`config.mk`:
```
export PLATFORM = sky130hd
export DESIGN_NAME = fan_duty_sched
export DESIGN_NICKNAME = d
export VERILOG_FILES = /design/src/rtl/fan_duty_sched.sv
export SDC_FILE = /design/constraint.sdc
export NUM_CORES = 1
export LEC_CHECK = 0
export CORE_MARGIN = 3
export CORE_UTILIZATION = 35
export CTS_BUF_LIST = sky130_fd_sc_hd__clkbuf_4
export CTS_CLUSTER_SIZE = 25
export DETAILED_ROUTE_END_ITERATION = 10
export PLACE_DENSITY = 0.59
export SETUP_SLACK_MARGIN = 0.15
export SLEW_MARGIN = 40
export SYNTH_ARGS = -nofsm -noshare
export SYNTH_HDL_FRONTEND = slang
export SYNTH_SLANG_ARGS = --single-unit
```
`constraint.sdc`:
```
create_clock -name clk -period 8.2 [get_ports clk]
set_input_delay 1.23 -clock clk [delete_from_list [all_inputs] [get_ports clk]]
set_output_delay 1.23 -clock clk [all_outputs]
set_load 0.01 [all_outputs]
```
`src/rtl/fan_duty_sched.sv`:
```
// rtl/fan_duty_sched.sv - humidity-zoned fan duty ramp controller with sensor watchdog; optional kick-start under FAN_KICK_EN
module fan_duty_sched #(
    parameter int PERIOD      = 1000,
    parameter int RAMP_STEP   = 50,
    parameter int RAMP_DIV    = 4,
    parameter int HYST        = 3,
    parameter int TIMEOUT_CYC = 100000000,
    parameter int FAULT_DUTY  = 999,
    parameter int KICK_CYC    = 8
) (
    input  logic       clk,
    input  logic       rst,
    input  logic       hum_valid,
    input  logic [7:0] humidity,
    input  logic       sensor_err,
    output logic [9:0] duty,
    output logic [1:0] zone,
    output logic       busy,
    output logic       fault
);

    localparam logic [9:0]  TGT_Z0    = 10'((PERIOD - 1) * 20 / 100);
    localparam logic [9:0]  TGT_Z1    = 10'((PERIOD - 1) * 50 / 100);
    localparam logic [9:0]  TGT_Z2    = 10'((PERIOD - 1) * 80 / 100);
    localparam logic [9:0]  TGT_FAULT = 10'(FAULT_DUTY);
    localparam logic [10:0] STEP      = 11'(RAMP_STEP);
    localparam logic [9:0]  STEP10    = 10'(RAMP_STEP);
    localparam int          DIV_W     = (RAMP_DIV > 1) ? $clog2(RAMP_DIV) : 1;
    localparam logic [DIV_W-1:0] DIV_LAST = DIV_W'(RAMP_DIV - 1);
    localparam int          WD_W      = $clog2(TIMEOUT_CYC + 1);
    localparam logic [WD_W-1:0] WD_LAST = WD_W'(TIMEOUT_CYC - 1);
    localparam int          KICK_W    = (KICK_CYC > 1) ? $clog2(KICK_CYC) : 1;

    typedef enum logic [1:0] {S_WAIT, S_RAMP, S_HOLD, S_FAULT} state_t;

    state_t            state, state_nxt;
    logic [WD_W-1:0]   wd;
    logic [DIV_W-1:0]  div;
    logic [1:0]        err_cnt;
    logic [KICK_W-1:0] kick_cnt;
    logic              kick_active;
    logic              good, bad, err3, wd_expire, to_fault, first_sample;
    logic              ramping, ramp_tick;
    logic [8:0]        hum9, hum_hyst;
    logic [1:0]        raw_zone, hyst_zone, zone_nxt;
    logic [9:0]        target, duty_step;
    logic [10:0]       step_up, step_gap;

    function automatic logic [1:0] zone_of(input logic [8:0] h);
        logic [1:0] z;
        if (h < 9'd20)      z = 2'd0;
        else if (h < 9'd50) z = 2'd1;
        else if (h < 9'd80) z = 2'd2;
        else                z = 2'd3;
        return z;
    endfunction

    function automatic logic [9:0] target_of(input logic [1:0] z);
        logic [9:0] t;
        case (z)
            2'd0:    t = TGT_Z0;
            2'd1:    t = TGT_Z1;
            2'd2:    t = TGT_Z2;
            default: t = '0;
        endcase
        return t;
    endfunction

    // A reading over 100% is as untrustworthy as a checksum failure.
    assign good         = hum_valid && !sensor_err && (humidity <= 8'd100);
    assign bad          = hum_valid && !good;
    assign err3         = bad && (err_cnt == 2'd2);
    assign wd_expire    = (wd >= WD_LAST);
    assign to_fault     = !good && (wd_expire || err3);
    assign first_sample = (state == S_WAIT) || (state == S_FAULT);
    assign ramping      = (state == S_RAMP) || (state == S_FAULT);
    assign ramp_tick    = ramping && (div == DIV_LAST);
    assign hum9         = {1'b0, humidity};
    assign hum_hyst     = hum9 + 9'(HYST);
    assign raw_zone     = zone_of(hum9);
    assign hyst_zone    = zone_of(hum_hyst);
    assign target       = (state == S_FAULT) ? TGT_FAULT : target_of(zone);
    assign kick_active  = (kick_cnt != '0);
    assign busy         = (duty != target) || kick_active;
    assign fault        = (state == S_FAULT);

    // Zone follows rising humidity at once, falls only after clearing the hysteresis band.
    always_comb begin
        zone_nxt = zone;
        if (good) begin
            if (first_sample)            zone_nxt = raw_zone;
            else if (raw_zone > zone)    zone_nxt = raw_zone;
            else if (hyst_zone < zone)   zone_nxt = hyst_zone;
        end
    end

    // One ramp step toward target, clamped so it never overshoots.
    always_comb begin
        step_up  = {1'b0, duty} + STEP;
        step_gap = {1'b0, duty} - {1'b0, target};
        if (duty < target)
            duty_step = (step_up < {1'b0, target}) ? step_up[9:0] : target;
        else
            duty_step = (step_gap > STEP) ? (duty - STEP10) : target;
`ifdef FAN_KICK_EN
        if (kick_active && (target != '0))
            duty_step = duty;
        else if ((duty == '0) && (target != '0))
            duty_step = 10'(PERIOD - 1);
`endif
    end

    // Next-state selection; a good sample always outranks a watchdog expiry.
    always_comb begin
        state_nxt = state;
        case (state)
            S_WAIT: begin
                if (good)          state_nxt = S_RAMP;
                else if (to_fault) state_nxt = S_FAULT;
            end
            S_RAMP: begin
                if (to_fault)
                    state_nxt = S_FAULT;
                else if (!good && (duty == target) && !kick_active)
                    state_nxt = S_HOLD;
            end
            S_HOLD: begin
                if (good && (target_of(zone_nxt) != duty)) state_nxt = S_RAMP;
                else if (to_fault)                         state_nxt = S_FAULT;
            end
            S_FAULT: begin
                if (good) state_nxt = S_RAMP;
            end
            default: state_nxt = S_WAIT;
        endcase
    end

    // State register.
    always_ff @(posedge clk or posedge rst) begin
        if (rst) state <= S_WAIT;
        else     state <= state_nxt;
    end

    // Registered humidity zone; 3 maps to fan-off until the first reading.
    always_ff @(posedge clk or posedge rst) begin
        if (rst) zone <= 2'd3;
        else     zone <= zone_nxt;
    end

    // Sensor watchdog: clocks since the last good sample, parked while faulted.
    always_ff @(posedge clk or posedge rst) begin
        if (rst)                             wd <= '0;
        else if ((state == S_FAULT) || good) wd <= '0;
        else                                 wd <= wd + WD_W'(1);
    end

    // Consecutive bad-sample counter; idle clocks between strobes do not reset it.
    always_ff @(posedge clk or posedge rst) begin
        if (rst)                             err_cnt <= '0;
        else if ((state == S_FAULT) || good) err_cnt <= '0;
        else if (bad)                        err_cnt <= err_cnt + 2'd1;
    end

    // Ramp divider runs only while ramping so a retarget keeps its phase.
    always_ff @(posedge clk or posedge rst) begin
        if (rst)            div <= '0;
        else if (ramp_tick) div <= '0;
        else if (ramping)   div <= div + DIV_W'(1);
        else                div <= '0;
    end

    // Duty command, advanced one step per ramp tick.
    always_ff @(posedge clk or posedge rst) begin
        if (rst)                  duty <= '0;
        else if (state == S_WAIT) duty <= '0;
        else if (ramp_tick)       duty <= duty_step;
    end

`ifdef FAN_KICK_EN
    localparam logic [KICK_W-1:0] KICK_LAST = KICK_W'(KICK_CYC - 1);

    // Kick-start: remaining ticks to hold full duty after leaving zero; a zero target aborts it.
    always_ff @(posedge clk or posedge rst) begin
        if (rst)                  kick_cnt <= '0;
        else if (state == S_WAIT) kick_cnt <= '0;
        else if (ramp_tick) begin
            if (!kick_active && (duty == '0) && (target != '0))
                kick_cnt <= KICK_LAST;
            else if (kick_active)
                kick_cnt <= (target == '0) ? '0 : (kick_cnt - KICK_W'(1));
        end
    end
`else
    assign kick_cnt = '0;
`endif

endmodule

```
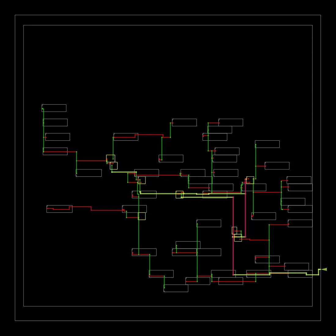
**Above:** the clock network.
count of sequential standard cells: 45
clock network latency to the later pin of the worst-skew pair: 380 ps
Clock Skew: 13.4 ps

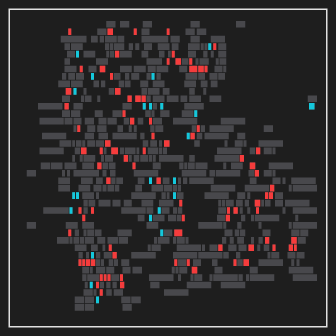
**Above:** gate families picked out.
Key: red = NAND gates [cells 84]; cyan = inverters [cells 23]

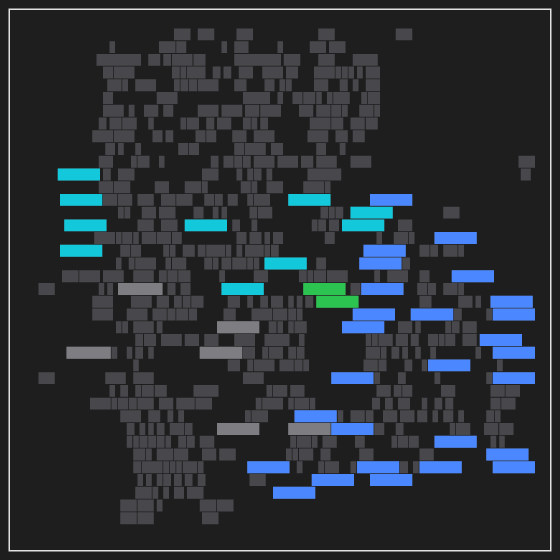
**Above:** sequential cells coloured by netlist name.
Key: green = div [placed flops 2]; blue = wd [placed flops 27]; cyan = duty [placed flops 10]
Another 6 sequential cells are not coloured.

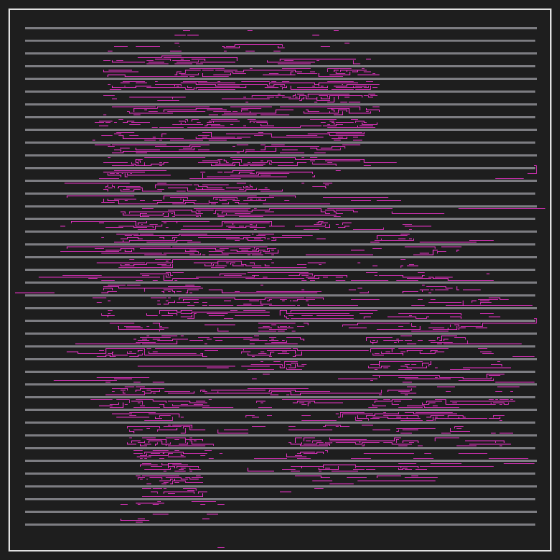
**Above:** M1 wires.
Supply wires on this layer in grey.
The layer holds 50% of the routed length. The wires run mostly horizontal. The longest straight run is 29.0 um. The layer carries 4970 um of wire.

==> run_results.csv <==
group,metric,value,unit
floorplan,dieWidth,115,um
route,drt_first_iter_violations,258,
sta,rsz_0062_raised_after_global_routing,"false",
route,wl_met1,4970,um
power_and_ir_drop,powerSeq,286,uW
clocking,post_cts.repair.setup_buffers,0,
power_and_ir_drop,clock_net_power,118,uW
route,vias,3623,
final_layout,drive_gt1_share,5.79,%
sta,final.min_clock_period,5090,ps
global_route,use_met2,25.8,%
yosys,synthesis.area,0.00419,mm2
final_layout,ff_latch_area,0.00113,mm2
status,outcome,"finished clean",
yosys,postSynthCellCount,506,
setup_path,cp.depth,22,
global_route,grt_use_total,15.7,%
global_route,globalRoute.totalOverflow,0,
floorplan,fp.coreArea,0.0116,mm2
floorplan,die_y,115,um
job,warning_count,41,
sta,finalSetupViolations,0,
setup_path,crit_path_cell_trace,"clkdlybuf4s50_1 > inv_1 > ha_1 > nor2b_1 > nand2_1 > o221ai_1 > a21oi_1 > o22a_1 > nor2_1 > o21bai_1 > ha_1 > a2111oi_0 > a22oi_1 > nand2_1 > o21ai_0 > ha_1 > nor2_1 > a21oi_1 > or4_1 > o21ai_0 > o211ai_1 > o31a_1",
clocking,cts_hold_buf,0,
route,wl_met2,4680,um
route,route.met3.wl,277,um
place,last_weighted_congestion_value_of_the_routability_driven_placer,0.883,
power_and_ir_drop,comb_power_share,56.4,%
final_layout,layout_top_cells,"sky130_fd_sc_hd__nor2_1, sky130_fd_sc_hd__ha_1, sky130_fd_sc_hd__dfrtp_1, sky130_fd_sc_hd__nand2_1, sky130_fd_sc_hd__clkdlybuf4s50_1",
yosys,ys_async_sr_fraction,100,%
final_layout,fillCellCount,1178,
sta,fin_crit_sh,62.1,%
sta,timing.final.ws_setup,3110,ps
setup_path,timing.critical_path.fanout_max,6,
yosys,yosys_area,0.00419,mm2
global_route,grtUsageMet1,22.0,%
route,avgRoutedWirePerCell,15.1,um
final_layout,num-nets-final,574,
sta,fin_hold_ws,466,ps
place,preCtsSetupSlack,2720,ps
global_route,grt_pass1_wl,17300,um
setup_path,cp-end-kind,"flip-flop",
yosys,syn_avg_cell_area,8.27,um2
setup_path,cp_slowest_cell,"sky130_fd_sc_hd__clkdlybuf4s50_1",
global_route,grt_most_used_layer,"met2",
power_and_ir_drop,power.group.top,"combinational logic",
setup_path,worstSetupStartpoint,"humidity[1]",
global_route,maximum_number_of_pins_on_one_net_before_global_route_repair,46,
worst_hold_path,timing.hold.worst_endpoint,"div[0]",
route,detail_route.vias_per_cell,5.48,
route,route.final.wire_length,9990,um
setup_path,reg_to_reg_critical_path_endpoint,"duty[8]",
yosys,ys_top_cells_by_area,"sky130_fd_sc_hd__dfrtp_1, sky130_fd_sc_hd__ha_1, sky130_fd_sc_hd__nor2_1",
final_layout,layout_top_cell_excl_fill_tap,"sky130_fd_sc_hd__nor2_1",
floorplan,floorplanUtilization,36.2,%
clocking,cts.sink_count,45,
floorplan,floorplan.die_area,0.0133,mm2
place,dpl.cell_count,653,
route,detail-route-antenna-nets,0,
power_and_ir_drop,power_density,202,mW/mm2
yosys,synth_flop_count,45,
power_and_ir_drop,power.switching,430,uW
power_and_ir_drop,power.ir.vdd_worst,0.0000900,V
floorplan,floorplan.rows,39,
yosys,synth.largest_area_cell,"sky130_fd_sc_hd__dfrtp_1",
setup_path,regToRegSetupSlack,4190,ps
yosys,syn_nets,563,
global_route,global_route.usage.met3,2.53,%
place,io_buffers,25,
final_layout,design_area,0.00459,mm2
power_and_ir_drop,power_combinational,522,uW
worst_hold_path,hold_depth,1,
worst_hold_path,min-delay-path-class,"reg2reg",
worst_hold_path,hold_start,"div[0]",
yosys,synth_seq_share,27.0,%
yosys,ys_cells,506,
yosys,top_cell,"sky130_fd_sc_hd__nor2_1",
sta,slew_viol_final,0,
sta,final_hold_viol_count,0,
final_layout,area_delta_synth_final,9.62,%
place,estimated_wirelength_of_the_detail_placed_design,7600,um
setup_path,r2r_start,"duty[1]",
yosys,synth.top_cell.area_share,25.7,%
final_layout,antenna_cells,0,
floorplan,design.portCount,26,
final_layout,combGateArea,0.00288,mm2
setup_path,cp_data_arrival_time,5390,ps
clocking,buffers_from_clock_root_to_sink_at_most,2,
-- cells by family after synthesis --
kind of cell	share of synthesized area [%]
XOR/XNOR	9.62
AND-OR/OR-AND	18.9
flip-flops	27.0
buffers and inverters	4.30
AND/OR/NAND/NOR	24.1
multiplexers	2.51
adder cells (fa/ha/maj)	13.6
-- flip-flops by register name, summed over array words and instances (netlist names) --
| name | flops |
|---|---|
| duty | 10 |
| state | 2 |
| zone | 2 |
| wd | 27 |
| err_cnt | 2 |
| div | 2 |
-- area by class of cell --
| type | instances | share of cell area [%] |
|---|---|---|
| multi-input cells | 417 | 62.8 |
| clock inverters | 3 | 0.463 |
| clock buffers | 5 | 0.818 |
| well taps | 143 | 3.90 |
| repair buffers | 25 | 5.45 |
| flip-flops and latches | 45 | 24.6 |
| inverters | 23 | 1.94 |
